File: config.mk
export PLATFORM = sky130hd
export DESIGN_NAME = mult_div_unit
export DESIGN_NICKNAME = d
export VERILOG_FILES = /design/src/rtl/multdiv_pkg.sv /design/src/rtl/mult_div_unit_div_step.sv /design/src/rtl/mult_div_unit.sv
export SDC_FILE = /design/constraint.sdc
export NUM_CORES = 1
export LEC_CHECK = 0
export ABC_AREA = 1
export CAP_MARGIN = 20
export CORE_ASPECT_RATIO = 1.4
export CORE_UTILIZATION = 40
export DETAILED_ROUTE_END_ITERATION = 7
export GPL_ROUTABILITY_DRIVEN = 0
export PLACE_DENSITY = 0.68
export SLEW_MARGIN = 20
export SYNTH_ARGS = -nofsm -noshare
export SYNTH_HDL_FRONTEND = slang
export SYNTH_HIERARCHICAL = 1
export SYNTH_SLANG_ARGS = --single-unit
File: constraint.sdc
create_clock -name Clk -period 7.3 [get_ports Clk]
set_clock_uncertainty 0.2 [all_clocks]
set_input_delay 1.095 -clock Clk [delete_from_list [all_inputs] [get_ports Clk]]
set_output_delay 1.095 -clock Clk [all_outputs]
set_load 0.02 [all_outputs]
File: src/rtl/multdiv_pkg.sv
// Shared types and constants for the iterative multiply/divide unit.
package multdiv_pkg;

  localparam int DEFAULT_DATA_WIDTH = 32;

  localparam logic OP_MULT = 1'b0;
  localparam logic OP_DIV  = 1'b1;

  typedef enum logic [2:0] {
    IDLE,
    MULT,
    DIV,
    FIX,
    DONE
  } state_t;

endpackage

File: src/rtl/mult_div_unit_div_step.sv
// One restoring-division step: shift in the next dividend bit, then try to subtract the divisor.
module div_step #(
  parameter int W = 32
) (
  input  logic [W:0]   rem,
  input  logic         in_bit,
  input  logic [W-1:0] divisor,
  output logic [W:0]   rem_next,
  output logic         q_bit
);

  logic [W+1:0] shifted;
  logic [W+1:0] trial;

  // The remainder always stays below the divisor, so a negative trial shows up in the top bit.
  always_comb begin
    shifted  = {rem, in_bit};
    trial    = shifted - {2'b00, divisor};
    q_bit    = ~trial[W+1];
    rem_next = q_bit ? trial[W:0] : shifted[W:0];
  end

endmodule

File: src/rtl/mult_div_unit.sv
// Iterative shift-add multiplier / restoring divider with HI/LO result registers.
// Optional mthi/mtlo write ports are enabled by defining MULTDIV_MTHILO_EN.
module mult_div_unit
  import multdiv_pkg::*;
#(
  parameter int DATA_WIDTH = DEFAULT_DATA_WIDTH
) (
  input  logic                  Clk,
  input  logic                  Reset,
  input  logic                  Start,
  input  logic                  Op,
  input  logic                  SignedOp,
  input  logic [DATA_WIDTH-1:0] A,
  input  logic [DATA_WIDTH-1:0] B,
`ifdef MULTDIV_MTHILO_EN
  input  logic                  HiWe,
  input  logic                  LoWe,
  input  logic [DATA_WIDTH-1:0] WrData,
`endif
  output logic                  Busy,
  output logic                  Done,
  output logic                  DivZero,
  output logic [DATA_WIDTH-1:0] Hi,
  output logic [DATA_WIDTH-1:0] Lo,
  output state_t                DbgState
);

  localparam int W  = DATA_WIDTH;
  localparam int CW = $clog2(DATA_WIDTH);

  state_t          state_q, state_d;
  logic [CW-1:0]   cnt_q;
  logic [2*W-1:0]  acc_q;
  logic [W:0]      rem_q;
  logic [W-1:0]    opnd_q;
  logic            op_q;
  logic            neg_lo_q;
  logic            neg_hi_q;

  logic [W-1:0]    mag_a, mag_b;
  logic            last;
  logic            div_zero_start;
  logic [W:0]      mult_sum;
  logic [W:0]      rem_next;
  logic            q_bit;
  logic [2*W-1:0]  prod_fix;
  logic [W-1:0]    quo_fix, rem_fix;

  // Handshake: Start is a one-cycle request honoured only in IDLE (never queued);
  // Busy covers every cycle of the operation and Done pulses once when Hi/Lo are final.
  always_comb begin
    mag_a          = (SignedOp && A[W-1]) ? -A : A;
    mag_b          = (SignedOp && B[W-1]) ? -B : B;
    last           = (cnt_q == CW'(W - 1));
    div_zero_start = (Op == OP_DIV) && (B == '0);
    mult_sum       = {1'b0, acc_q[2*W-1:W]} + (acc_q[0] ? {1'b0, opnd_q} : '0);
    prod_fix       = neg_lo_q ? -acc_q : acc_q;
    quo_fix        = neg_lo_q ? -acc_q[W-1:0] : acc_q[W-1:0];
    rem_fix        = neg_hi_q ? -rem_q[W-1:0] : rem_q[W-1:0];
  end

  div_step #(.W(W)) u_div_step (
    .rem      (rem_q),
    .in_bit   (acc_q[W-1]),
    .divisor  (opnd_q),
    .rem_next (rem_next),
    .q_bit    (q_bit)
  );

  always_ff @(posedge Clk or posedge Reset) begin
    if (Reset) state_q <= IDLE;
    else       state_q <= state_d;
  end

  always_comb begin
    state_d  = state_q;
    Busy     = (state_q != IDLE);
    Done     = (state_q == DONE);
    DbgState = state_q;
    case (state_q)
      IDLE: begin
        if (Start) begin
          if (div_zero_start)      state_d = DONE;
          else if (Op == OP_DIV)   state_d = DIV;
          else                     state_d = MULT;
        end
      end
      MULT:    if (last) state_d = FIX;
      DIV:     if (last) state_d = FIX;
      FIX:     state_d = DONE;
      DONE:    state_d = IDLE;
      default: state_d = IDLE;
    endcase
  end

  // Multiply keeps the multiplier in acc low half and the multiplicand in opnd_q;
  // divide keeps the dividend/quotient in acc low half and the divisor in opnd_q.
  always_ff @(posedge Clk or posedge Reset) begin
    if (Reset) begin
      cnt_q    <= '0;
      acc_q    <= '0;
      rem_q    <= '0;
      opnd_q   <= '0;
      op_q     <= OP_MULT;
      neg_lo_q <= 1'b0;
      neg_hi_q <= 1'b0;
      Hi       <= '0;
      Lo       <= '0;
      DivZero  <= 1'b0;
    end else begin
      case (state_q)
        IDLE: begin
`ifdef MULTDIV_MTHILO_EN
          if (HiWe) Hi <= WrData;
          if (LoWe) Lo <= WrData;
`endif
          if (Start) begin
            DivZero  <= div_zero_start;
            op_q     <= Op;
            cnt_q    <= '0;
            rem_q    <= '0;
            neg_hi_q <= SignedOp && A[W-1];
            neg_lo_q <= SignedOp && (A[W-1] ^ B[W-1]);
            if (Op == OP_DIV) begin
              opnd_q <= mag_b;
              acc_q  <= {{W{1'b0}}, mag_a};
            end else begin
              opnd_q <= mag_a;
              acc_q  <= {{W{1'b0}}, mag_b};
            end
          end
        end
        MULT: begin
          acc_q <= {mult_sum, acc_q[W-1:1]};
          cnt_q <= last ? '0 : cnt_q + 1'b1;
        end
        DIV: begin
          rem_q          <= rem_next;
          acc_q[W-1:0]   <= {acc_q[W-2:0], q_bit};
          cnt_q          <= last ? '0 : cnt_q + 1'b1;
        end
        FIX: begin
          if (op_q == OP_DIV) begin
            Hi <= rem_fix;
            Lo <= quo_fix;
          end else begin
            Hi <= prod_fix[2*W-1:W];
            Lo <= prod_fix[W-1:0];
          end
        end
        default: ;
      endcase
    end
  end

endmodule
Metal 4:
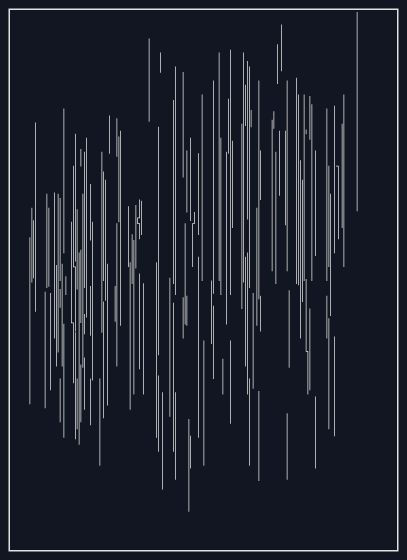
longest straight run	119 um
main direction	vertical
share of all routed wire	9.7%
nets with wire on the layer	133

Signal wires on met2:
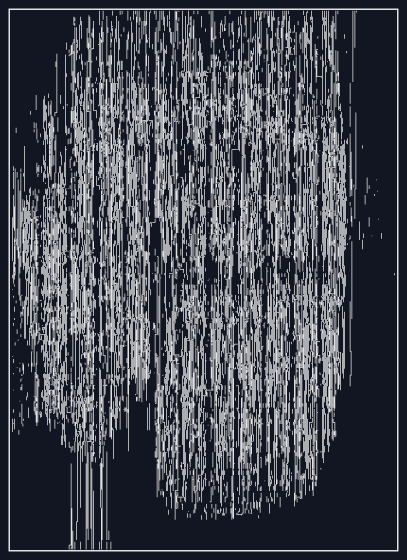
share of all routed wire	46%
longest straight run	69.5 um
nets with wire on the layer	2770

==> deck_impl_summary.md <==
Physical Implementation Snapshot

Synthesis
  – Post-synth regs: 205
  – Ys async rst share: 100%
  – Main flop type: dfrtp_1
  – YS warnings: 6
  – Mapped Area: 19400 um2
  – Cell Type Count: around 48
  – Number of synthesized flops with an enable pin: 0

Critical path
  – Cells along the critical path: nor2_4 > nand2_2 > clkdlybuf4s50_1
  – CP endpoint kind: output pin
  – Slowest cell on the critical path: nor2_4
  – Maximum fanout along the worst path: 36
  – RR Startpoint: DbgState[1]
  – Required @ worst endpoint: 6.00 ns

Finish
  – Layout area overhead: 13.6%
  – Sequential Area: roughly 5100 um2
  – Logic area: around 12000 um2

Die
  – Die ar.: between 40000 and 50000 um2
  – Io pins: ~140
  – FP Rows: around 95
  – Initial Util: 40.5%

STA
  – Time the worst path needs with I/O delays and setup: roughly 4.1 ns
  – RSZ-0062 raised after global routing: no

Global routing
  – Largest net degree at the start of global routing: around 94
  – Congestion Overflow GR: 0
  – GR Util All Layers: between 30% and 40%

Clock tree
  – Clock tree sinks: roughly 210
  – CTS tree: done
  – Worst-path clk slew: approximately 0.06 ns
  – # H-tree levels: 1

Drt
  – Final WL: between 70000 and 80000 um

Run
  – Max Cap Viol: 0

Run status
  – Status: finished, final reports clean

Place
  – DPL Wire Length: just over 60000 um
M1 wires:
Bar = 50 um.
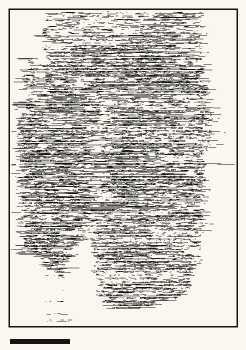
main direction	horizontal
wire length on this layer	28.1 mm
nets with wire on the layer	3249
longest straight run	80.0 um

## registers in the layout, summed over array words and instances, names as in the netlist, 3 cells and up
name	count
DbgState	3
opnd_q	32
Lo	32
Hi	32
acc_q	64
cnt_q	5
rem_q	33
## worst max-delay path: cells and delay by family (launching register included)
kind,cells,cell delay (ns)
and+or+nand+nor,2,1.07
DFF,1,0.49
buffers and inverters,1,0.66
## cell usage after synthesis (17+ instances only)
| cell | instances | area [um2] |
|---|---|---|
| nor3_1 | 27 | 135 |
| nand2_1 | 1086 | 4080 |
| buf_2 | 17 | 85.1 |
| nor2_1 | 363 | 1360 |
| nand3b_1 | 17 | 128 |
| dfrtp_1 | 205 | 5130 |
| a21oi_1 | 127 | 636 |
| a221oi_1 | 27 | 236 |
| o21ai_0 | 173 | 866 |
| inv_1 | 417 | 1570 |
| xor2_1 | 55 | 482 |
| ha_1 | 70 | 876 |
| clkbuf_1 | 52 | 195 |
| nand4_1 | 31 | 194 |
| nand3_1 | 409 | 2050 |
## layout by cell type (no fill, tap or decap), types with 5 or more instances in the layout
cell type,count
nand2_1,1086
inv_1,415
nand3_1,409
nor2_1,361
dfrtp_1,204
o21ai_0,173
clkdlybuf4s50_1,138
a21oi_1,127
ha_1,70
xor2_1,55
nand4_1,31
nor3_1,27
a221oi_1,27
clkbuf_16,26
buf_4,18
nand3b_1,17
o211ai_1,16
and2_1,16
a22oi_1,14
a31oi_1,11
o22ai_1,10
inv_2,9
nand2_2,9
xnor2_1,9
or2_2,8
clkinv_2,6
nor2_4,5
o21ai_2,5
nand3_2,5
## metal layers
layer / global-route usage (%) / vias to the layer above / part of all wire (%)
met2: 49.8 / 1056 / 46
met5: 0 / - / 0
met4: 25.5 / 0 / 9.7
li1: - / 10700 / -
met3: 4.19 / 301 / 7.3
met1: 34.9 / 10100 / 37
## cell families (layout without fill, tap and decap cells)
kind of cell               count (synthesis)  in the layout  synth area share (%)
xor gates and xnor gates                  64             64                  2.89
and+or+nand+nor                         1985           1985                  43.0
DFF                                      205            205                  26.4
buffers and inverters                    528            625                  10.8
AOI/OAI and AO/OA                        407            407                  12.1
adders and majority gates                 72             72                  4.72
## per-stage QoR
| stage | hold slack (ns) | instances | power, mW | instance area (um2) | setup slack (ns) |
|---|---|---|---|---|---|
| after global placement | 0.262 | 3946 | 9.13 | 21200 | 3.20 |
| after CTS | 0.283 | 3987 | 10.5 | 22000 | 3.25 |
| final | 0.279 | 3988 | 10.6 | 22000 | 3.25 |
| after detailed placement | 0.267 | 3946 | 9.20 | 21200 | 3.32 |
| after global routing | 0.301 | 3988 | 11.4 | 22000 | 3.19 |
| after floorplan | 0.272 | 3261 | 6.95 | 19400 | 0.409 |
## where the power goes
group	leakage (nW)	internal (mW)	total [mW]	switching, mW
clock	0.393	0.731	1.25	0.515
combinational	8.29	2.31	7.02	4.70
sequential	2.55	1.64	2.36	0.715
## area by class of cell
class / instances / share of cell area [%]
Multi-Input combinational cell: 2528 / 55.3
Sequential cell: 205 / 23.3
Inverter: 427 / 7.31
Timing Repair Buffer: 157 / 6.99
Tap cell: 630 / 3.58
Clock buffer: 33 / 3.16
Clock inverter: 8 / 0.409
Power and IR drop assume default switching activity.
